### Signal wires on met1, run 1

The bar under the picture is 50 um long.
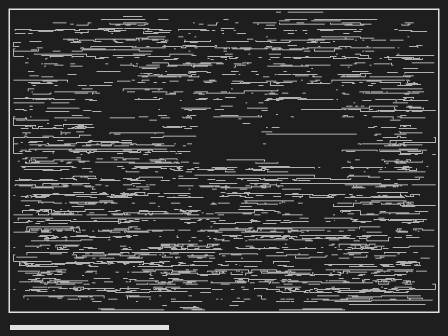
### Cell area per tile, run 1

The bar under the picture is 50 um long. The die is cut into 13 by 10 equal tiles; black is low, pale yellow is high, 0 to 100% covered.
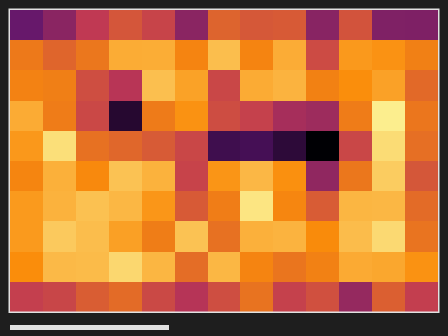
### Wiring heat map, run 1

The bar under the picture is 50 um long. The die is cut into 27 by 19 equal tiles; black is low, pale yellow is high, scaled to the fullest tile. Values are wire area over tile area, all layers added.
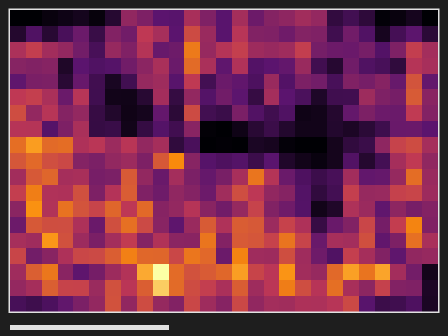
## config.mk

```make
export PLATFORM = sky130hd
export DESIGN_NAME = row_shift_pipe
export DESIGN_NICKNAME = d
export VERILOG_FILES = /design/src/rtl/aes_pkg.sv /design/src/rtl/row_shift_perm.sv /design/src/rtl/row_shift_pipe.sv
export SDC_FILE = /design/constraint.sdc
export NUM_CORES = 1
export LEC_CHECK = 0
export CORE_ASPECT_RATIO = 0.7
export CORE_MARGIN = 1
export CORE_UTILIZATION = 46
export CTS_BUF_LIST = sky130_fd_sc_hd__clkbuf_4 sky130_fd_sc_hd__clkbuf_8
export CTS_CLUSTER_DIAMETER = 120
export DETAILED_ROUTE_END_ITERATION = 8
export PLACE_DENSITY = 0.91
export SLEW_MARGIN = 15
export SYNTH_ARGS = -nofsm -noshare
export SYNTH_HDL_FRONTEND = slang
export SYNTH_SLANG_ARGS = --single-unit
```

## constraint.sdc

```tcl
create_clock -name clk -period 4.82 [get_ports clk]
set_clock_uncertainty 0.1 [all_clocks]
set_input_delay 1.446 -clock clk [delete_from_list [all_inputs] [get_ports clk]]
set_output_delay 1.446 -clock clk [all_outputs]
set_load 0.02 [all_outputs]
```

## src/rtl/aes_pkg.sv

```systemverilog
// Shared Rijndael datapath definitions: direction encoding, row offsets, legal NB check.
package aes_pkg;

    typedef enum logic {
        MODE_FWD = 1'b0,
        MODE_INV = 1'b1
    } mode_e;

    // Rows 2 and 3 shift one extra position for 8-column states.
    function automatic int unsigned row_offset(input int unsigned nb, input int unsigned r);
        if (nb == 8 && r >= 2) begin
            return r + 1;
        end
        return r;
    endfunction

    function automatic bit nb_is_legal(input int unsigned nb);
        return (nb == 4) || (nb == 6) || (nb == 8);
    endfunction

endpackage

```

## src/rtl/row_shift_perm.sv

```systemverilog
// Combinational ShiftRows / InvShiftRows byte permutation over an NB-column state.
module row_shift_perm
    import aes_pkg::*;
#(
    parameter int unsigned NB = 4
) (
    input  logic [32*NB-1:0] data_i,
    input  logic             inv_i,
    output logic [32*NB-1:0] data_o
);
    localparam int unsigned BW = 32 * NB;

    // Byte k = r + 4c sits at data[BW-1-8k -: 8]; every source index is an elaboration constant.
    for (genvar r = 0; r < 4; r++) begin : g_row
        for (genvar c = 0; c < NB; c++) begin : g_col
            localparam int unsigned S       = row_offset(NB, r);
            localparam int unsigned SRC_FWD = (c + S) % NB;
            localparam int unsigned SRC_INV = (c + NB - S) % NB;
            assign data_o[BW-1-8*(r+4*c) -: 8] = (inv_i == MODE_INV)
                ? data_i[BW-1-8*(r+4*SRC_INV) -: 8]
                : data_i[BW-1-8*(r+4*SRC_FWD) -: 8];
        end
    end

endmodule

```

## src/rtl/row_shift_pipe.sv

```systemverilog
// Pipelined ShiftRows / InvShiftRows stage with valid/ready handshake and tag sideband.
// Define ROW_SHIFT_SKID_EN for a flop-driven in_ready backed by a one-entry skid register.
module row_shift_pipe
    import aes_pkg::*;
#(
    parameter int unsigned NB    = 4,
    parameter int unsigned TAG_W = 4
) (
    input  logic               clk,
    input  logic               rst,
    input  logic               in_valid,
    output logic               in_ready,
    input  logic [32*NB-1:0]   in_data,
    input  logic               in_inv,
    input  logic [TAG_W-1:0]   in_tag,
    output logic               out_valid,
    input  logic               out_ready,
    output logic [32*NB-1:0]   out_data,
    output logic [TAG_W-1:0]   out_tag,
    output logic               out_inv
);
    localparam int unsigned BW = 32 * NB;

    if (!nb_is_legal(NB)) begin : g_bad_nb
        $fatal(1, "row_shift_pipe: NB must be 4, 6 or 8");
    end

    logic [BW-1:0] perm_data;

    row_shift_perm #(.NB(NB)) u_perm (
        .data_i (in_data),
        .inv_i  (in_inv),
        .data_o (perm_data)
    );

    logic             out_valid_q, out_valid_d;
    logic [BW-1:0]    out_data_q,  out_data_d;
    logic [TAG_W-1:0] out_tag_q,   out_tag_d;
    logic             out_inv_q,   out_inv_d;
    logic             in_fire;

    assign in_fire   = in_valid && in_ready;
    assign out_valid = out_valid_q;
    assign out_data  = out_data_q;
    assign out_tag   = out_tag_q;
    assign out_inv   = out_inv_q;

`ifdef ROW_SHIFT_SKID_EN
    logic             skid_valid_q, skid_valid_d;
    logic [BW-1:0]    skid_data_q,  skid_data_d;
    logic [TAG_W-1:0] skid_tag_q,   skid_tag_d;
    logic             skid_inv_q,   skid_inv_d;
    logic             out_free;

    assign in_ready = !rst && !skid_valid_q;
    assign out_free = !out_valid_q || out_ready;

    // in_ready is low whenever the skid holds a beat, so a refill from skid never races a new input.
    always_comb begin
        out_valid_d  = out_valid_q;
        out_data_d   = out_data_q;
        out_tag_d    = out_tag_q;
        out_inv_d    = out_inv_q;
        skid_valid_d = skid_valid_q;
        skid_data_d  = skid_data_q;
        skid_tag_d   = skid_tag_q;
        skid_inv_d   = skid_inv_q;
        if (out_free) begin
            if (skid_valid_q) begin
                out_valid_d  = 1'b1;
                out_data_d   = skid_data_q;
                out_tag_d    = skid_tag_q;
                out_inv_d    = skid_inv_q;
                skid_valid_d = 1'b0;
            end else if (in_fire) begin
                out_valid_d = 1'b1;
                out_data_d  = perm_data;
                out_tag_d   = in_tag;
                out_inv_d   = in_inv;
            end else begin
                out_valid_d = 1'b0;
            end
        end else if (in_fire) begin
            skid_valid_d = 1'b1;
            skid_data_d  = perm_data;
            skid_tag_d   = in_tag;
            skid_inv_d   = in_inv;
        end
    end

    always_ff @(posedge clk) begin
        if (rst) begin
            skid_valid_q <= 1'b0;
            skid_data_q  <= '0;
            skid_tag_q   <= '0;
            skid_inv_q   <= 1'b0;
        end else begin
            skid_valid_q <= skid_valid_d;
            skid_data_q  <= skid_data_d;
            skid_tag_q   <= skid_tag_d;
            skid_inv_q   <= skid_inv_d;
        end
    end
`else
    assign in_ready = !rst && (out_ready || !out_valid_q);

    always_comb begin
        out_valid_d = out_valid_q;
        out_data_d  = out_data_q;
        out_tag_d   = out_tag_q;
        out_inv_d   = out_inv_q;
        if (in_fire) begin
            out_valid_d = 1'b1;
            out_data_d  = perm_data;
            out_tag_d   = in_tag;
            out_inv_d   = in_inv;
        end else if (out_valid_q && out_ready) begin
            out_valid_d = 1'b0;
        end
    end
`endif

    always_ff @(posedge clk) begin
        if (rst) begin
            out_valid_q <= 1'b0;
            out_data_q  <= '0;
            out_tag_q   <= '0;
            out_inv_q   <= 1'b0;
        end else begin
            out_valid_q <= out_valid_d;
            out_data_q  <= out_data_d;
            out_tag_q   <= out_tag_d;
            out_inv_q   <= out_inv_d;
        end
    end

endmodule
```

==> run summary, run 1 <==
Item: results of the latest flow run.

- The run finished with clean final reports.
- The highest layer touched by signal routing is met4.
- OpenROAD emitted warnings numbering 26.
- The clock network burns 33.0% of the power.
- Setup repair after global routing left no endpoint under its margin.
- The final instance count without filler cells is 935.
- The category of the worst setup path launch point is an input port.
- The final worst-path cycle share is 87.93%.
- Per the gpl log, the routability congestion estimate is 0.7864.
- Looking at the critical path, the highest net fanout was 2.
- The area after detailed placement is 8398 sq um.
- The standby leakage power is 3.496 nW.
- The hold buffer count at cts is 0.
- Hold analysis lists the worst path endpoint as out_data[113]$_SDFFE_PP0P_.
- Summed over the clock group, the power is 0.940 mW.
- The flow reports that sequential cells draw 43.6% of the design power.
- The number of nets produced by synthesis is 658.
- The signed area change from the synthesized netlist to the final layout is 54.51%.
- Nets still carrying antenna violations after routing amount to 0.
- Once layout is complete, the utilization of the core stands at 73.91%.
- The endpoint type of the worst setup path is an output port.
- Per the skew report, the later register of the worst-skew pair sees a clock latency of 420 ps.
- The leading area contributor after synthesis is dfxtp_1.
- The wire length of the first global-routing pass is 25250 um.
- The horizontal die dimension is 134.9 um.
- The clock tree from TritonCTS is yes.
- The count of instantiated cells in the yosys netlist is 521.
- The number of design-rule violations left by the first detailed-router iteration is 236.
- Gates resized during post-CTS repair numbered 0.
- The number of storage elements in the synthesis netlist is 134.
- The floorplan step defined a die boundary enclosing 12820 sq um.
- Before antenna repair, the detailed router went through 4 iterations.
- Of the synthesized area, sequential elements account for 47.16%.
- Among all stages on the critical path, the largest delay is contributed by clkdlybuf4s50_1.
- The flow reports an fmax of 0.2359 GHz.
- The number of enable flip-flop cells is 0.
- The Yosys warning count is 0.
- Per the synth stats, the flop cell with the highest instance count is dfxtp_1.
- The startpoint of the lowest-slack hold path is out_data[113]$_SDFFE_PP0P_.
- The instance count of the mapped netlist is 521.
- The flow reports that combinational logic draws 23.4% of the design power.
- The report counts max-capacitance violations totalling 0.
- The via count normalized by instance count is 5.253.
- The total I/O pin count is 272.
- Leaving out fill and tap cells, the most frequent cell in the layout is clkdlybuf4s50_1.
- The final-layout worst hold slack is 426.2 ps.
- Max-slew check failures listed in the final report amount to 0.
- Sorting the synthesis cell report by count puts at the top dfxtp_1.
Back to the opening pictures, 'Signal wires on met1':
nets with wire on the layer	798
main direction	horizontal
wire length on this layer	6570 um
met1 track demand over resource: 29.28%
vias after detailed routing: 4912
total routed wirelength: 16320 um

Back to the opening pictures, 'Cell area per tile':
fullest tile	96%
tiles over 75% full	39%
mean over tiles	67%
nearly empty tiles	0.80%

Back to the opening pictures, 'Wiring heat map':
mean over tiles	0.21
fullest tile	0.57
nearly empty tiles	2.5%
tiles over half the peak	23%
GRT Resource Usage Total: 25.58%
detailed-route wire length per cell: 17.45 um

[run 1: final cells by class]
type | instances | area, sq um
antenna | 1 | 2.502
clock buffer | 19 | 255.2
clock inverter | 10 | 132.6
fill | 833 | 3103
multi-input combinational | 337 | 2746
sequential | 134 | 2683
tap | 157 | 196.4
timing repair buffer | 277 | 2773
[run 1: routing by layer]
metal	track usage, %	up-vias
met4	12.17	0
met3	8.347	40
met5	0	-
met1	29.28	2315
li1	-	2365
met2	43.64	192
[run 1: flip-flops by register name, summed over array words and instances, names as in the netlist]
signal,count
out_tag,4
out_data,128
out_inv,1
out_valid,1
[run 1: cells by family after synthesis]
| kind of cell | synth area share [%] |
|---|---|
| AOI/OAI and AO/OA | 14.08 |
| buffers and inverters | 4.575 |
| DFF | 47.16 |
| muxes | 25.58 |
| and+or+nand+nor | 8.601 |
### Routing congestion, run 1

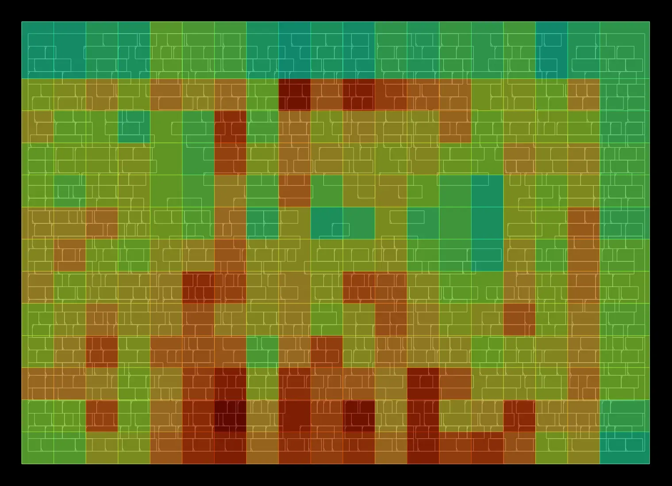

==> run 1 -> run 2 <==
--- a/config.mk
+++ b/config.mk
@@ -7,11 +7,11 @@
 export LEC_CHECK = 0
 export CORE_ASPECT_RATIO = 0.7
 export CORE_MARGIN = 1
-export CORE_UTILIZATION = 46
+export CORE_UTILIZATION = 38
 export CTS_BUF_LIST = sky130_fd_sc_hd__clkbuf_4 sky130_fd_sc_hd__clkbuf_8
 export CTS_CLUSTER_DIAMETER = 120
 export DETAILED_ROUTE_END_ITERATION = 8
-export PLACE_DENSITY = 0.91
+export PLACE_DENSITY = 0.9
 export SLEW_MARGIN = 15
 export SYNTH_ARGS = -nofsm -noshare
 export SYNTH_HDL_FRONTEND = slang
==> constraint.sdc (replaced) <==
create_clock -name clk -period 3.8 [get_ports clk]
set_clock_uncertainty 0.1 [all_clocks]
set_input_delay 1.14 -clock clk [delete_from_list [all_inputs] [get_ports clk]]
set_output_delay 1.14 -clock clk [all_outputs]
set_load 0.02 [all_outputs]
### Routing congestion, run 2

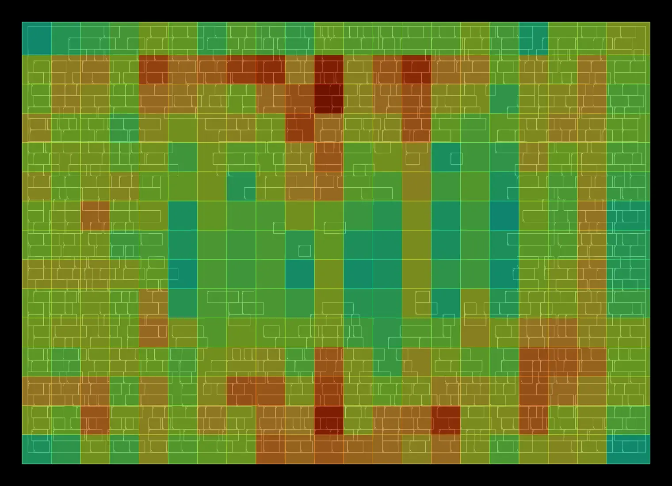
final cell utilization of the core: 60.93%
global-route layer with the greatest usage: met2
detailed-route wire length per cell: 15.84 um
met2 layer usage reported by global route: 32.73%
GRT Resource Usage Total: 19.79%

==> run summary, run 2 <==
Item: results of the latest flow run.

- Status: finished clean (unchanged).
- OpenROAD reports that the post-layout worst path occupies 95.30% of the period.
- The number of storage elements in the synthesis netlist was 134 (unchanged).
- The most frequently used flop master after synthesis is dfxtp_1 (unchanged).
- The area of the die is 15470 sq um (was 12820 sq um).
- The startpoint of the lowest-slack hold path is out_data[4]$_SDFFE_PP0P_ (was out_data[113]$_SDFFE_PP0P_).
- The top layer used by detailed routing is met4 (unchanged).
- The met1 routing resource usage after global routing is 23.37% (was 29.28%).
- The wire length of the first global-routing pass is 24250 um (was 25250 um).
- Unrepaired setup endpoints after global routing: no (unchanged).
- The complex-gate fraction of the synthesized area is 14.08% (unchanged).
- The post-synthesis share of cell area spent on xor and xnor gates is 0% (unchanged).
- The combinational group share of total power was 22.2% (was 23.4%).
- The global routing usage on met3 came to 8.026% (was 8.347%).
- The insertion delay at the late pin of the worst-skew pair is 420 ps (about the same).
- The standby leakage power was 3.546 nW (was 3.496 nW).
- The sequential share of the synthesized area is 47.16% (unchanged).
- The adder-cell share of the synthesized area is 0% (unchanged).
- The diode insertion count for antenna repair is 0 (was 1).
- The count of instantiated cells in the yosys netlist is 521 (unchanged).
- The number of design-rule violations left by the first detailed-router iteration is 178 (was 236).
- The number of pins exceeding their max-slew limit in the final report is 0 (unchanged).
- The most used standard cell by instance count after synthesis is dfxtp_1 (unchanged).
- The count of tool warnings is 26 (unchanged).
- The clock share of power is 36.3% (was 33.0%).
- The number of inserted filler cells in the final layout is 1204 (was 833).
- The portion of total power attributed to sequential cells is 41.5% (was 43.6%).
- The mux share of post-synthesis cell area is 25.58% (unchanged).
- The Yosys warning count is 0 (unchanged).
- The endpoint type of the worst setup path is an output port (unchanged).
- The category of the worst setup path launch point is an input port (unchanged).
- The final weighted congestion of routability-driven global placement came to 0.7106 (was 0.7864).
- The first-pass iteration count of the detailed router came to 4 (unchanged).
- The routed wire length came to 15460 um (was 16320 um).
- The most frequent logic cell in the layout is clkdlybuf4s50_1 (unchanged).
- The final instance count without filler cells came to 976 (was 935).
- The horizontal die dimension came to 148.2 um (was 134.9 um).
- The signed area change from the synthesized netlist to the final layout is 57.22% (was 54.51%).
- The leading area contributor after synthesis is dfxtp_1 (unchanged).
- The via count normalized by instance count is 5.005 (was 5.253).
- The clock group total power was 1.38 mW (was 0.940 mW).
- The upper clock frequency limit is 0.2761 GHz.
- The final antenna-violating net count is 0 (unchanged).
- The number of flip-flops under the largest register name is 128 (unchanged).
- The number of gates given a new drive strength after cts is 0 (unchanged).
- The main kind of combinational logic by area is multiplexers (unchanged).
- The number of nets produced by synthesis is 658 (unchanged).
- The instance count of the mapped netlist is 521 (unchanged).
- The reported max-cap violation count is 0 (unchanged).
### M2 wires, run 2

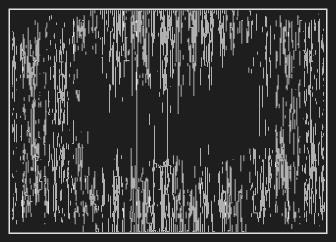
share of all routed wire	47%
longest straight run	63.6 um

==> run 2: worst min-delay path: cells and delay by family (launching register included) <==
family	cells	cell delay (ps)
compound gates	2	160
flops	1	310
==> run 2: worst max path at each step <==
stage	start	to	slack [ps]	cells after the start
after floorplan	rst	in_ready	600	4
after global placement	out_ready	in_ready	210	4
after detailed placement	out_ready	in_ready	180	4
after CTS	out_ready	in_ready	170	4
after global routing	out_ready	in_ready	130	4
final	out_ready	in_ready	180	4
==> run 2: area by class of cell <==
class	count	area [sq um]	share of cell area, %
clock buffer	19	261.5	2.924
multi-input combinational	337	2746	30.71
tap	195	244.0	2.728
sequential	134	2683	30.00
timing repair buffer	280	2808	31.40
clock inverter	11	200.2	2.239
Power figures rest on the tool's default switching activity, not on a simulated workload.
